<file path="src/rtl/psram_qspi_xfer.sv">
// psram_qspi_xfer: runs one QPI read/write transaction on a quad PSRAM.
// Optional PSRAM_CTRL_QPI_INIT_EN: send SPI 0x35 (enter QPI) after reset.
module psram_qspi_xfer #(
   parameter int         DUMMY   = 6,
   parameter int         CE_HIGH = 4,
   parameter logic [7:0] RD_CMD  = 8'hEB,
   parameter logic [7:0] WR_CMD  = 8'h38
) (
   input  logic        HCLK,
   input  logic        HRESETn,
   input  logic        start,
   input  logic        rd_wr,
   input  logic [23:0] addr,
   input  logic [1:0]  size,
   input  logic [31:0] wdata,
   output logic [31:0] rdata,
   output logic        done,
   output logic        busy,
   output logic        sck,
   output logic        ce_n,
   output logic [3:0]  dout,
   output logic [3:0]  douten,
   input  logic [3:0]  din
);

`ifdef PSRAM_CTRL_QPI_INIT_EN
   localparam logic INIT_EN = 1'b1;
`else
   localparam logic INIT_EN = 1'b0;
`endif

   localparam logic [5:0] DUM_LAST = 6'(DUMMY - 1);
   localparam logic [5:0] CEH_LAST = 6'(CE_HIGH - 1);

   typedef enum logic [2:0] {
      IDLE, INIT, CMD, ADDR, DUMMY_S, DATA, CEH
   } state_t;

   state_t      state_q, state_d, nxt;
   logic [5:0]  cnt_q, cnt_d, lim;
   logic        ph_q;
   logic [63:0] sr_q;
   logic [31:0] rdata_q;
   logic        rd_q, init_q, pend_q;
   logic [1:0]  size_q;
   logic        accept, load_init, tick, active, drive;
   logic [5:0]  data_last;
   logic [4:0]  pos;

   assign active = (state_q == INIT) || (state_q == CMD) ||
                   (state_q == ADDR) || (state_q == DUMMY_S) ||
                   (state_q == DATA);
   assign drive  = (state_q == CMD) || (state_q == ADDR) ||
                   ((state_q == DATA) && !rd_q);
   assign data_last = (size_q == 2'd0) ? 6'd1 :
                      (size_q == 2'd1) ? 6'd3 : 6'd7;
   // byte k/2 of rdata, high nibble first
   assign pos = {cnt_q[2:1], ~cnt_q[0], 2'b00};

   assign sck    = ph_q;
   assign ce_n   = ~active;
   assign busy   = (state_q != IDLE) | pend_q | start;
   assign rdata  = rdata_q;
   assign douten = (state_q == INIT) ? 4'b0001 :
                   drive ? 4'hF : 4'h0;
   assign dout   = (state_q == INIT) ? {3'b000, sr_q[63]} :
                   drive ? sr_q[63:60] : 4'h0;

   // next state: sck-period count in active states, HCLK count in CEH
   always_comb begin
      state_d   = state_q;
      cnt_d     = cnt_q;
      accept    = 1'b0;
      load_init = 1'b0;
      done      = 1'b0;
      lim       = '0;
      nxt       = IDLE;
      unique case (state_q)
         IDLE:    begin lim = '0;        nxt = IDLE; end
         INIT:    begin lim = 6'd7;      nxt = CEH;  end
         CMD:     begin lim = 6'd1;      nxt = ADDR; end
         ADDR:    begin
            lim = 6'd5;
            nxt = (rd_q && DUMMY > 0) ? DUMMY_S : DATA;
         end
         DUMMY_S: begin lim = DUM_LAST;  nxt = DATA; end
         DATA:    begin lim = data_last; nxt = CEH;  end
         CEH:     begin lim = CEH_LAST;  nxt = IDLE; end
         default: begin lim = '0;        nxt = IDLE; end
      endcase
      tick = (state_q == CEH) | ph_q;
      if (state_q == IDLE) begin
         cnt_d = '0;
         if (pend_q) begin
            state_d   = INIT;
            load_init = 1'b1;
         end else if (start) begin
            state_d = CMD;
            accept  = 1'b1;
         end
      end else if (tick) begin
         if (cnt_q == lim) begin
            state_d = nxt;
            cnt_d   = '0;
         end else begin
            cnt_d = cnt_q + 6'd1;
         end
      end
      done = (state_q == CEH) && (cnt_q == lim) && !init_q;
   end

   // state, counter and sck phase
   always_ff @(posedge HCLK or posedge HRESETn) begin
      if (HRESETn) begin
         state_q <= IDLE;
         cnt_q   <= '0;
         ph_q    <= 1'b0;
      end else begin
         state_q <= state_d;
         cnt_q   <= cnt_d;
         ph_q    <= active & ~ph_q;
      end
   end

   // request latch, tx shifter (shifts as sck falls) and rx assembly
   always_ff @(posedge HCLK or posedge HRESETn) begin
      if (HRESETn) begin
         sr_q    <= '0;
         rdata_q <= '0;
         rd_q    <= 1'b0;
         size_q  <= '0;
         init_q  <= 1'b0;
         pend_q  <= INIT_EN;
      end else if (load_init) begin
         sr_q   <= {8'h35, 56'd0};
         init_q <= 1'b1;
         pend_q <= 1'b0;
      end else if (accept) begin
         sr_q    <= {rd_wr ? RD_CMD : WR_CMD, addr,
                     wdata[7:0], wdata[15:8],
                     wdata[23:16], wdata[31:24]};
         rd_q    <= rd_wr;
         size_q  <= size;
         init_q  <= 1'b0;
         rdata_q <= '0;
      end else if (ph_q) begin
         if (state_q == INIT)
            sr_q <= {sr_q[62:0], 1'b0};
         else if (drive)
            sr_q <= {sr_q[59:0], 4'h0};
         if ((state_q == DATA) && rd_q)
            rdata_q[pos +: 4] <= din;
      end
   end

endmodule

</file>
<file path="config.mk">
export PLATFORM = sky130hd
export DESIGN_NAME = psram_qspi_xfer
export DESIGN_NICKNAME = d
export VERILOG_FILES = /design/src/rtl/psram_qspi_xfer.sv
export SDC_FILE = /design/constraint.sdc
export NUM_CORES = 1
export LEC_CHECK = 0
export ABC_AREA = 1
export CORE_UTILIZATION = 50
export CTS_BUF_LIST = sky130_fd_sc_hd__clkbuf_8 sky130_fd_sc_hd__clkbuf_16
export DETAILED_ROUTE_END_ITERATION = 12
export PLACE_DENSITY = 0.77
export SLEW_MARGIN = 20
export SYNTH_ARGS = -nofsm -noshare
export SYNTH_HDL_FRONTEND = slang
export SYNTH_SLANG_ARGS = --single-unit
</file>
<file path="constraint.sdc">
create_clock -name HCLK -period 4.6 [get_ports HCLK]
set_clock_uncertainty 0.2 [all_clocks]
set_input_delay 0.92 -clock HCLK [delete_from_list [all_inputs] [get_ports HCLK]]
set_output_delay 0.92 -clock HCLK [all_outputs]
set_load 0.02 [all_outputs]
</file>
Figure 1. PDN straps and rails (run 1).
(3 px per um) Pins as bars on the die edge.
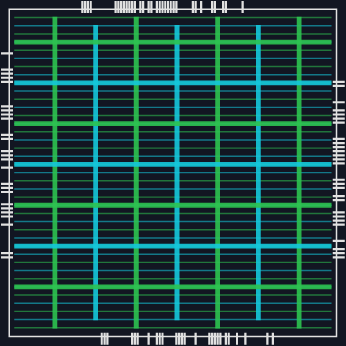
[cyan] VDD
[green] VSS
met5 straps: 7
met4 straps: 7
core area: 10,900 um^2
DIE WIDTH: 109 um
Vert. Die Dim: 109 um
worst supply voltage drop on vdd: 0.499 mV

Figure 2. Cell classes on the final placement (run 1).
(2 px per um) Fill, decap, tap and diode cells in grey.
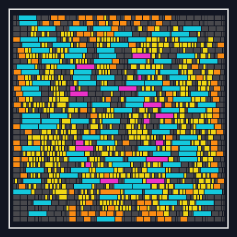
[magenta] clock drivers and dummy loads | cells: 16 | share of their area: 4.4%
[yellow] all other logic | cells: 536 | share of their area: 39%
[cyan] flip-flops | cells: 109 | share of their area: 39%
[orange] other buffers and delay cells | cells: 115 | share of their area: 17%
Std-Cell Rows: 38
core occupancy in the finished layout: 64.9%

Figure 3. Clock distribution (run 1).
(6 px per um)
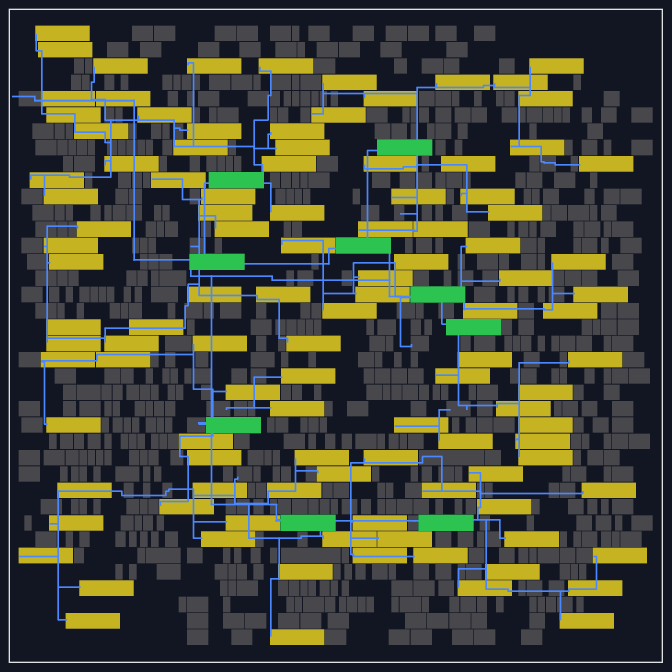
[blue] clock wires | length: 1,270 um
[yellow] flip-flops | count: 109
[green] cells driving clock nets | count: 9
flops lie: spread over the die
routed clock nets: 10
clock latency of the later-clocked register in the worst-skew pair: 0.34 ns
share of total power in the clock network: 17.9%
Clock net power: 0.802 mW

[run 1: registers in the layout (all words and copies together), names as in the netlist]
signal and count:
sr_q 64, rdata 32, cnt_q 6, state_q 3, size_q 2, rd_q 1, sck 1
[run 1: final cells by class]
cell class,count,area (um^2)
fillers,941,3840
well taps,140,175
repair buffers,115,1160
clock inverters,7,81.3
flip-flops and latches,109,2730
multi-input cells,451,2410
clock buffers,9,225
inverters,85,322
[run 1: how the worst min path moves through the flow]
stage               cells after the start   endpoint  startpoint  slack [ns]
global route                            2   rdata[8]    rdata[8]        0.32
global placement                        2  rdata[18]   rdata[18]        0.27
detailed placement                      2  rdata[10]   rdata[10]        0.28
finish                                  2  rdata[17]   rdata[17]        0.29
CTS                                     2  rdata[17]   rdata[17]        0.30
floorplan                               2   sr_q[60]    sr_q[60]        0.25
[run 1: placed cells by master (no fill, tap or decap), types with 4 or more instances in the layout]
cell type          n
a21oi_1            9
o211ai_1          99
nor2_1            21
clkdlybuf4s50_1  109
buf_4              5
nand2_1          151
inv_1             80
o21ai_2            4
nor2_2             6
nand4_1            7
o21ai_1           19
dfrtp_1          109
nand2_4            4
o21ai_0           93
nand3_1           15
clkbuf_16          9
[run 1: layer usage]
metal	track usage [%]	wire length [um]	up-vias
li1	-	-	2506
met1	30.0	5990	2481
met2	41.0	6700	143
met3	4.24	749	15
met4	6.08	142	0
met5	0	0	-
[run 1: critical path, delay by kind of cell (launching register included)]
family	cells	cell delay [ns]
AND-OR/OR-AND	1	0.09
AND/OR/NAND/NOR	5	0.68
buffers and inverters	2	0.87
flip-flops	1	0.47
[run 1: power by group through the flow]
stage / clock [mW] / sequential, mW / combinational, mW
2_1_floorplan: 0 / 1.44 / 1.72
3_3_place_gp: 0 / 1.48 / 2.09
3_5_place_dp: 0 / 1.49 / 2.16
4_1_cts: 0.819 / 1.48 / 2.18
5_1_grt: 0.857 / 1.51 / 2.47
6_report: 0.802 / 1.48 / 2.20
[run 1: kinds of logic (layout without fill, tap and decap cells)]
logic type / count (synthesis) / after routing / synth area share, %
AOI/OAI and AO/OA: 231 / 231 / 25.3
and+or+nand+nor: 213 / 213 / 15.6
buffers and inverters: 131 / 216 / 9.82
DFF: 109 / 109 / 48.0
adders and majority gates: 3 / 3 / 0.661
xor gates and xnor gates: 3 / 3 / 0.462
muxes: 1 / 1 / 0.176
[run 1: metrics by stage]
stage / util, % / hold slack (ns) / total power [mW]
3_3_place_gp: 61.9 / 0.271 / 3.57
2_1_floorplan: - / 0.249 / 3.16
6_report: 64.9 / 0.289 / 4.48
3_5_place_dp: 61.9 / 0.276 / 3.65
5_1_grt: 64.9 / 0.319 / 4.84
4_1_cts: 64.7 / 0.295 / 4.48
==> summary.txt, run 1 <==
The flow run is done. The run finished with clean final reports. The number of placed instances, taps included, is 899. Sum of net half-perimeters after detailed placement landed at around 9.1 mm. Maximum fanout along the worst path landed at 8.

Peak clock frequency supported by timing landed at about 0.28 GHz. Power density over the cells landed at 631 nW/um^2. Share of total power consumed by net switching landed at a little over two fifths.

After synthesis the netlist holds a flip-flop and latch count of 109. For this design the total switching power over the nets is between 1.5 and 2 mW. Placer's final routability congestion estimate landed at between 0.8 and 0.9. Setup repair after global routing left no endpoint under its margin. The detail route stage leaves a number of antenna-violating nets equal to 0. The worst setup path is launched from a flop. In the synthesized netlist the dominant register cell turns out to be dfrtp_1. Total count of max-transition violations in the final report landed at 0. STA classifies the critical path endpoint as an output port. Combinational share of power landed at 49.1%.

For the completed layout, the total cell area is recorded as between 7000 and 8000 um^2. Number of remaining DRC errors landed at 0. Total overflow reported by the global router landed at 0.

For this run, the number of Yosys warnings is 0. Overall chip area landed at roughly 12,000 um^2. The placed instances occupy a cell area of 6770 um^2. Tool warning count landed at 30. Post-cts gate resize count landed at 0.

Logic depth of the worst register-to-register path landed at 10. After synthesis, the chip area reported by Yosys is about 5700 um^2. For reference, the critical path is captured by done.

Count of endpoints failing hold in the final timing report landed at 0. Port buffer count landed at 109. Max-slew headroom at the worst pin landed at between 30% and 40%. Post-CTS timing repair inserted 0 buffers for setup. Dividing the synthesized area by the synthesized cell count gives 8.22 um^2. Maximum level of the CTS H-tree landed at 3. According to the CTS report, the clock sink count is 109. Per the timing report, the most critical flop-to-flop path finishes at sr_q[60]. Summing the sequential cell areas from Yosys gives 48.0% of the chip area.

After synthesis, the design contains 691 cells according to Yosys. In this run the maximum-capacitance check reported violations numbering 0. Number of buffers inserted by hold repair at cts landed at 0. Total number of nets in the final design landed at 840. The finished layout holds roughly 920 standard cells, fillers aside.

Required time of the critical path landed at around 3.5 ns. Initial antenna violation count landed at 0. The routed layout has roughly 5,100 vias. The wire length recorded after detailed routing is between 10 and 15 mm. Final total negative setup slack landed at 0 ns. In the post-synthesis netlist, the biggest area contributors are dfrtp_1, o211ai_1, nand2_1. Summed over its instances, the top area cell type makes up between 40% and 50% of the synthesized netlist area. The power report attributes to the sequential group a share of between 30% and 40%. Reg2reg setup slack landed at roughly 1.7 ns. Cells with a size suffix above 1 make up under 10% of the layout. Internal power consumption landed at approximately 2.5 mW. The script logs the ratio of routed vias to standard cells as 5.62. The type recorded for the worst min-delay path is flop to flop.

The synthesis report gives the async set-or-reset register share as 100%. The synthesis stats list as the most numerous cell nand2_1. TritonCTS built the clock tree. Per the run report, area growth between synthesis and finish was 24.9%. Floorplan core density landed at around half. The first global-routing pass estimated between 20 and 25 mm of wire. Number of optimization iterations in the first detailed-route pass landed at 5. Per STA, the startpoint of the critical path is state_q[2].

The critical path in the final layout is reported with a setup slack of between 1 and 1.5 ns. The clock passes through at most 2 buffers. On the critical path, the stage with the largest delay is an instance of clkdlybuf4s50_1. Final setup violation count landed at 0. Average wire per cell in the routed design landed at approximately 15 um.

In the finished design, the share of the clock period the worst path needs comes to 77.9%. Pin count of the biggest net entering global routing landed at 123. The number of nets handed over by synthesis was about 760. First-iteration detailed-routing DRC count landed at 404. The worst path in the final design needs a cycle of ~3.6 ns, including I/O delays and setup.

Cell area after synthesis landed at around 5700 um^2. Per the CTS log, the root buffer master is clkbuf_16. In the synthesized netlist, the number of instances is between 600 and 700. The largest single stage delay on the critical path is approximately 0.62 ns. At the pin with the least slew margin, the transition time is ~0.93 ns. Number of I/O pins landed at roughly 110.

Leakage dissipation landed at between 3 and 4 nW. The gate-level netlist out of Yosys references 31 unique cell types. The worst setup path is of the flop to output port kind. The repair_antennas step left the layout with diodes totalling 0.
Figure 4. Wiring by layer (run 1).
(3 px per um) Two of the layers only.
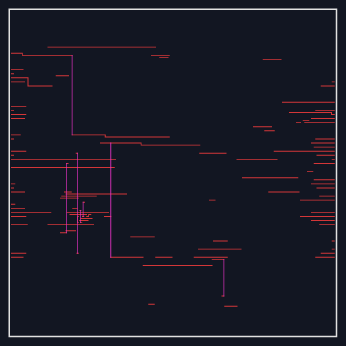

==> run 1 -> run 2 <==
clock period = 3.3 ns   (was 4.6 ns; I/O delays follow)
Figure 5. Wiring by layer (run 2).
(3 px per um) Two of the layers only.
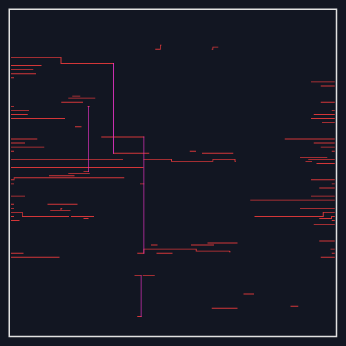
[red] met3 | wire length: 702 um
[magenta] met4 | wire length: 104 um
detailed-route wire length per cell: 14.9 um
total global routing track utilization: 23.9%

==> summary.txt, run 2 <==
The flow run is done. The run finished with clean final reports. According to the floorplan log, the row count is 38. Fraction of final layout cells with drive strength greater than 1 landed at between 6 and 7%. For this block, wires on met1 add up to ~6.1 mm. Core region area landed at between 10,000 and 15,000 um^2. Setup repair after global routing left no endpoint under its margin.

For reference, the most critical setup path is categorized as flop to output port. Flip-flop and latch count after synthesis landed at roughly 110. In this run the tools logged warnings totalling 31. Minimum clock period after layout landed at a little over 3 ns. Peak supply drop landed at 0.650 mV.

The first TritonRoute pass finished after 5 iterations. At the floorplan stage, the core utilization is reported as 52.0%. Compared with the post-synthesis result, the final layout area differs by 27.2%.

Number of global-route vias before repair landed at around 4,800. Among all cell types in the netlist, the one instantiated most often is nand2_1. The worst setup path is launched from a flop.

Worst-margin pin slew landed at around 1.1 ns. Per the timing report, the most critical flop-to-flop path originates at state_q[1]. Period utilization landed at roughly 90%. 0 antenna diodes ended up in the layout. Number of flip-flops under the largest register name landed at 64. The initial antenna violation count came to 0. For this design the top-level I/O count stands at ~110. Overall power consumption after layout is estimated at 6.52 mW.

Per the layout report, the design carries approximately 950 filler cells. Synthesized instance count landed at 691. Routed length on met3 landed at ~700 um. Port buffer count landed at between 100 and 150. By area the synthesized netlist is led by dfrtp_1, o211ai_1, nand2_1. In this run the cell area measured after placement is just under 7000 um^2. Number of distinct library cell variants in the gate-level netlist after synthesis landed at 31.

By count the netlist is led by nand2_1, dfrtp_1, o211ai_1, o21ai_0, inv_1. Max-cap violations in this run came to 0. Number of enable-type register cells in the synthesized netlist landed at 0. The final timing report lists a max-slew violation count of 0. Along the worst path, the maximum fanout reaches 9.

The tightest min-delay check is of the flop to flop type. The overall die size recorded for this design is 11,800 um^2. Per the detail_route report, DRC violations left total 0.

Per the timing report, the achievable frequency comes out to 0.327 GHz. Sum of net half-perimeters after detailed placement landed at about 9.3 mm. After routing the design area is 7230 um^2. Met2 wire length landed at slightly below 7 mm. The wire length recorded after detailed routing is about 14 mm. Per the detail_route log, the uppermost layer with routed signals is met4.

Broken down by cell family, the worst path's largest delay share belongs to buffers and inverters. Total buffers and inverters traversed by the critical path landed at 3. Placer's final routability congestion estimate landed at ~0.87.

In the synthesized netlist the async set-or-reset flop fraction comes to 100%. Per the cell usage report, the commonest logic cell in the layout is nand2_1. From bottom edge to top edge, the die measures 109 um. Entering global routing, the biggest net connects around 120 pins. TritonCTS built the clock tree. In the final report, the number of hold violations comes to 0. Total number of yosys warnings landed at 0. Per the summary, power density relative to cell area is 903 nW/um^2.

Total number of nets in the final design landed at between 800 and 900. Maximum root-to-sink buffer count landed at 2. First-iteration detailed-routing DRC count landed at between 400 and 500. The tree is rooted in a clkbuf_16. Counting flops per register, the top entry is sr_q. For the worst min-delay path, the startpoint reported by OpenROAD is sr_q[60]. The script logs the ratio of routed vias to standard cells as about 5.5. The cell sequence reported for the critical path is nor2_1 > inv_1 > nor2_2 > inv_2 > or2_2 > clkdlybuf4s50_1. Post-synthesis area per instance landed at around 8 um^2. Leakage dissipation landed at around 3.2 nW. Per the synthesis report, the dominant area consumer among library cells is dfrtp_1. For this run, the register share of the synthesized area comes to 48.0%. The most critical setup path has its startpoint at state_q[0]. Yosys-reported design area after synthesis landed at ~5700 um^2. Number of nets with antenna violations after detailed routing landed at 0. On the worst path, the slowest cell contributes a delay of ~0.55 ns. The timing report gives the worst reg2reg path a setup slack of ~0.77 ns. The floorplan step set the die width to approximately 110 um. Yosys reports that the leading cell type by area covers between 40 and 50% of the netlist area. Count of instantiated cells in the yosys netlist landed at between 600 and 700. TritonCTS reports the number of clock sinks as approximately 110. Post-CTS setup-driven buffer insertion count landed at 0. The most used flip-flop cell after synthesis is dfrtp_1.

TritonCTS created 9 clock buffers. In the layout the commonest cells are nand2_1, dfrtp_1, clkdlybuf4s50_1, o211ai_1, o21ai_0. Required time of the critical path landed at approximately 2.4 ns. Summed over all layers, the global routing overflow is 0. The first global-routing pass estimated 22.3 mm of wire.

On the reported timing paths, the clock transition at the registers reads roughly 0.080 ns. The worst setup path is captured at an output port. For this run, the final setup violation count is recorded as 0. Maximum level of the CTS H-tree landed at 3.

Data arrives at the worst endpoint at between 2 and 2.5 ns. The slew check shows that the tightest pin keeps a relative margin of 26.5%. The slowest stage of the critical path is the clkdlybuf4s50_1 cell. For the final routed database, the setup TNS stands at 0 ns. Count of vias placed by the detailed router landed at roughly 5,100.

Net count after synthesis landed at approximately 760. In this run the cell area of the synthesized design comes to roughly 5700 um^2.
Figure 6. Clock distribution (run 2).
(6 px per um)
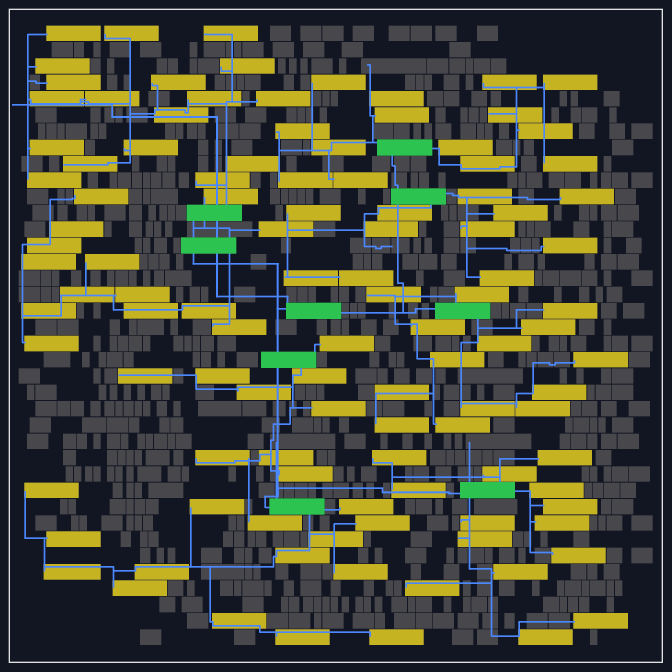
clock latency of the later-clocked register in the worst-skew pair: 0.35 ns
Clock net power: 1.40 mW
share of total power in the clock network: 21.5%

-- run 2: cell types whose count changed in the layout (fill, tap and decap cells not counted), sizes merged --
| cell | change |
|---|---|
| clkdlybuf4s50 | -1 |
| clkinv | -1 |
| inv | -3 |
| dlymetal6s2s | +1 |
| bufinv | +4 |
| buf | +2 |
-- run 2: cell type report --
class                   instances  area (um^2)  area share (%)
clock inverters                 7          168            2.32
clock buffers                   9          225            3.12
multi-input cells             451         2410            33.4
repair buffers                117         1190            16.5
inverters                      85          327            4.52
well taps                     140          175            2.42
flip-flops and latches        109         2730            37.8
-- run 2: worst paths after layout --
check,endpoint,cells past startpoint
max in group asynchronous,sr_q[43],3
min in group asynchronous,size_q[1],2
worst min-delay path,sr_q[60],2
worst min register to register,sr_q[60],2
worst max register to register,sr_q[34],9
worst max-delay path,busy,6
-- run 2: power breakdown --
| part | total (mW) | internal [mW] | switching, mW |
|---|---|---|---|
| Clock | 1.40 | 0.901 | 0.500 |
| Combinational | 3.07 | 1.14 | 1.93 |
| Sequential | 2.06 | 1.78 | 0.273 |
-- run 2: what timing repair did --
action	CTS	global route
gates resized	0	3
hold buffers	0	0
endpoints found under the setup margin	0	1
-- run 2: routing by layer --
layer	up-vias	global-route usage (%)
li1	2504	-
met1	2462	31.3
met2	112	40.6
met3	10	5.02
met4	0	5.60
met5	-	0
-- run 2: per-stage QoR --
step                      utilization [%]  worst slack [ns]  hold WS, ns  cells
after global routing                 66.1             0.166        0.297    918
after detailed placement             62.4             0.420        0.271    902
after floorplan                         -             0.998        0.249    691
final                                66.1             0.245        0.282    918
after CTS                            66.0            0.0723        0.290    918
after global placement               62.4             0.423        0.269    902
-- run 2: worst reg2reg max path, cell delays in order, from the launching register on --
cell and delay, ns:
dfrtp_1 0.47, inv_2 0.10, nand2_4 0.08, inv_1 0.07, nand2_4 0.07, buf_4 0.81, nand2_1 0.25, o211ai_1 0.16
o211ai_1 0.11, o21ai_0 0.10
-- run 2: cell families after synthesis --
kind of cell,synth area share [%]
and+or+nand+nor,15.6
AOI/OAI and AO/OA,25.3
buffers and inverters,9.82
xor gates and xnor gates,0.462
DFF,48.0
muxes,0.176
adders and majority gates,0.661
Figure 7. Cell classes on the final placement (run 2).
(2 px per um) Fill, decap, tap and diode cells in grey.
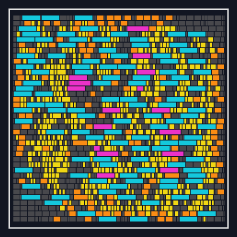

==> run 2 -> run 3 <==
CTS_BUF_LIST = sky130_fd_sc_hd__clkbuf_2 sky130_fd_sc_hd__clkbuf_4 sky130_fd_sc_hd__clkbuf_8   (was sky130_fd_sc_hd__clkbuf_8 sky130_fd_sc_hd__clkbuf_16)
PLACE_DENSITY = default   (was 0.77)
PLACE_DENSITY_LB_ADDON = 0.15   (was default)
Figure 8. Cell classes on the final placement (run 3).
(2 px per um) Fill, decap, tap and diode cells in grey.
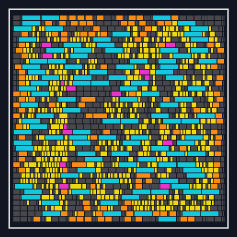
area of all placed cells without fillers: 7000 um^2
flop share of the area: 39.0%
core occupancy in the finished layout: 64.0%

==> summary.txt, run 3 <==
The flow run is done. The flow ran to the end, and the final reports show no timing, DRC or antenna violations. Total buffers and inverters traversed by the critical path landed at 3. Total overflow reported by the global router landed at 0. Required time of the critical path landed at between 2 and 2.5 ns. Signal arrival time at the worst endpoint landed at between 2 and 2.5 ns. Worst-margin pin slew landed at between 1 and 1.5 ns. Cell area after synthesis landed at around 5700 um^2. Routability-driven placement finished with a final weighted congestion of ~0.82. The final layout contains 841 nets.

Number of remaining DRC errors landed at 0. Final setup violation count landed at 0. The cell family contributing the most delay on the critical path is buffers and inverters. The floorplan step set the die width to approximately 110 um. Flip-flop and latch count after synthesis landed at approximately 110. Final-layout fill cell count landed at between 900 and 1,000.

Per the run summary, max-cap violations total 0. For this run, the chip area from Yosys synthesis comes to approximately 5700 um^2. Via-per-instance ratio landed at 5.51.

Of the post-synthesis cell area, the dominant cell type holds a little under half. The number of nets handed over by synthesis was between 700 and 800. The tree is rooted in a clkbuf_8. The report puts the hold buffer count at CTS at 0. Among logic cells in the layout, the one with the most instances is nand2_1. The path class of the tightest hold or removal check is flop to flop. Floorplan core density landed at a little over 50%.

Fraction of final layout cells with drive strength greater than 1 landed at 6.06%. For this design, the sink count on the clock tree is between 100 and 150. The cell sequence reported for the critical path is nor2_1 > inv_1 > nor2_2 > inv_2 > or2_2 > clkdlybuf4s50_1. Power density over the cells landed at between 800 and 900 nW/um^2. The first global-routing pass estimated ~22 mm of wire. On the final layout, the worst hold slack is 0.291 ns. Synthesized instance count landed at 691. Average wire per cell in the routed design landed at about 15 um. Number of placement rows landed at 38. In the finished design, the share of the clock period the worst path needs comes to between 90% and 100%.

The slowest stage of the critical path is the clkdlybuf4s50_1 cell. Initial antenna violation count landed at 0. Maximum fanout along the worst path landed at 9. Static timing analysis puts the maximum clock frequency at approximately 0.33 GHz. The main area contributors are dfrtp_1, o211ai_1, nand2_1.

The routed design could run at a clock period as short as 3.06 ns. Later-pin clock latency in the skew report landed at 0.39 ns. Counting flops per register, the top entry is sr_q. The most common logic cells in the final layout are nand2_1, dfrtp_1, clkdlybuf4s50_1, o211ai_1, o21ai_0. Total number of yosys warnings landed at 0.

By startpoint and endpoint, the worst setup path is classified as flop to output port. In this run the layout overhead on the synthesized area is reported as 23.2%. Final total negative setup slack landed at 0 ns. Number of nets with antenna violations after detailed routing landed at 0. Max-slew check failures listed in the final report amount to 0. Sequential share of the synthesized area landed at a little under half. Core region area landed at ~11,000 um^2. The clock H-tree reported by CTS has 3 levels. The most used flip-flop cell after synthesis is dfrtp_1. The synthesized netlist was found by Yosys to have about 700 cells. Looking at the gate-level netlist, the highest instance count belongs to nand2_1. Endpoints failing hold in the final report were tallied at 0. Maximum single-stage delay on the critical path landed at approximately 0.55 ns. For reference, the top cells by count after synthesis are nand2_1, dfrtp_1, o211ai_1, o21ai_0, inv_1. dfrtp_1 takes more of the synthesized area than any other cell.

Overall chip area landed at around 12,000 um^2. Number of global-route vias before repair landed at approximately 4,700. Number of enable-type register cells in the synthesized netlist landed at 0.

For this run, the script counts the antenna cells in the layout as 0. Sum of net half-perimeters after detailed placement landed at around 9 mm. TritonCTS built the clock tree.

Per the log, the first TritonRoute iteration ended with a DRC count of 386. Yosys reported that registers with async set or reset make up 100%. Clock edge transition at the registers on the reported setup and hold paths landed at ~0.090 ns.

The worst setup path is captured at an output port. The count of buffers added on input and output ports is approximately 110. STA classifies the critical path startpoint as a flop. The analysis attributes to cell leakage a power of ~3.1 nW. The register with the most flip-flops in the layout has approximately 64 of them.

Max-slew headroom at the worst pin landed at between 20% and 30%. The clock passes through at most 2 buffers. Post-synthesis area per instance landed at between 8 and 9 um^2. CTS buffer count landed at 9. The tool warning count for the run is 29. The floorplan step set the die height to between 100 and 150 um. VDD sags by at most 0.695 mV. Pin count of the biggest net entering global routing landed at roughly 120.

Number of I/O pins landed at around 110. Per the synthesis report, the number of distinct cell types is 31. In the log, the iteration count for the first detailed-route pass is 4. Setup repair after global routing left no endpoint under its margin.
Figure 9. Wiring by layer (run 3).
(3 px per um) Two of the layers only.
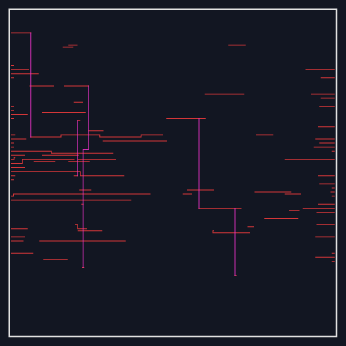
[red] met3 | wire length: 690 um
[magenta] met4 | wire length: 168 um
routed via count: 5,039
sum of routed wire length over all layers: 13.4 mm
total global routing track utilization: 23.6%

[run 3: area by class of cell]
cell class / instances / area (um^2) / area share, %
multi-input cells: 451 / 2410 / 34.4
flip-flops and latches: 109 / 2730 / 39.0
well taps: 140 / 175 / 2.50
repair buffers: 116 / 1200 / 17.1
clock inverters: 4 / 26.3 / 0.375
clock buffers: 10 / 138 / 1.97
inverters: 85 / 327 / 4.66
[run 3: worst paths after layout]
path,depth (start not counted),startpoint,to,slack (ns)
min in group asynchronous,2,HRESETn,sr_q[63],0.56
max in group asynchronous,3,HRESETn,state_q[2],1.67
max,6,state_q[0],busy,0.24
min reg2reg,2,rdata[6],rdata[6],0.29
min,2,rdata[6],rdata[6],0.29
max reg2reg,9,state_q[1],sr_q[29],0.74
[run 3: timing repair]
item	in CTS	in global routing
endpoints found under the hold margin	0	0
endpoints found under the setup margin	0	1
resized	0	3
setup buffers	0	0
[run 3: metal layers]
metal	up-vias	track usage, %	part of all wire, %
met5	-	0	0
met4	0	8.98	1.2
met3	12	4.96	5.1
met2	118	37.8	48
met1	2403	31.4	46
li1	2506	-	-
[run 3: cells by family (layout without fill, tap and decap cells)]
group,after synthesis,in the layout,synth area share [%]
adder cells (fa/ha/maj),3,3,0.661
buffers and inverters,131,215,9.82
AND-OR/OR-AND,231,231,25.3
flip-flops,109,109,48.0
multiplexers,1,1,0.176
XOR/XNOR,3,3,0.462
AND/OR/NAND/NOR,213,213,15.6
[run 3: where the power goes]
group	leakage (nW)	switching (mW)	internal (mW)	total, mW
logic	1.59	1.93	1.13	3.06
clock network	0.0840	0.456	0.286	0.742
registers	1.42	0.272	1.78	2.05
[run 3: stage by stage]
stage | instances | total power, mW | util [%] | setup slack [ns] | instance area (um^2)
final | 915 | 5.85 | 64.0 | 0.235 | 7000
after global placement | 901 | 5.03 | 62.5 | 0.426 | 6830
after CTS | 915 | 5.88 | 64.0 | 0.0595 | 7000
after global routing | 915 | 6.37 | 64.0 | 0.0576 | 7000
after detailed placement | 901 | 5.13 | 62.5 | 0.422 | 6830
after floorplan | 691 | 4.41 | - | 0.998 | 5690
[run 3: worst register-to-register path, cell delays in order, from the launching register on]
cell	delay, ns
dfrtp_1	0.48
inv_2	0.11
nand2_4	0.09
inv_1	0.09
nand2_4	0.08
buf_4	0.83
nand2_1	0.19
o211ai_1	0.15
o211ai_1	0.14
o21ai_0	0.12
Power is estimated from default activity; no workload was simulated.
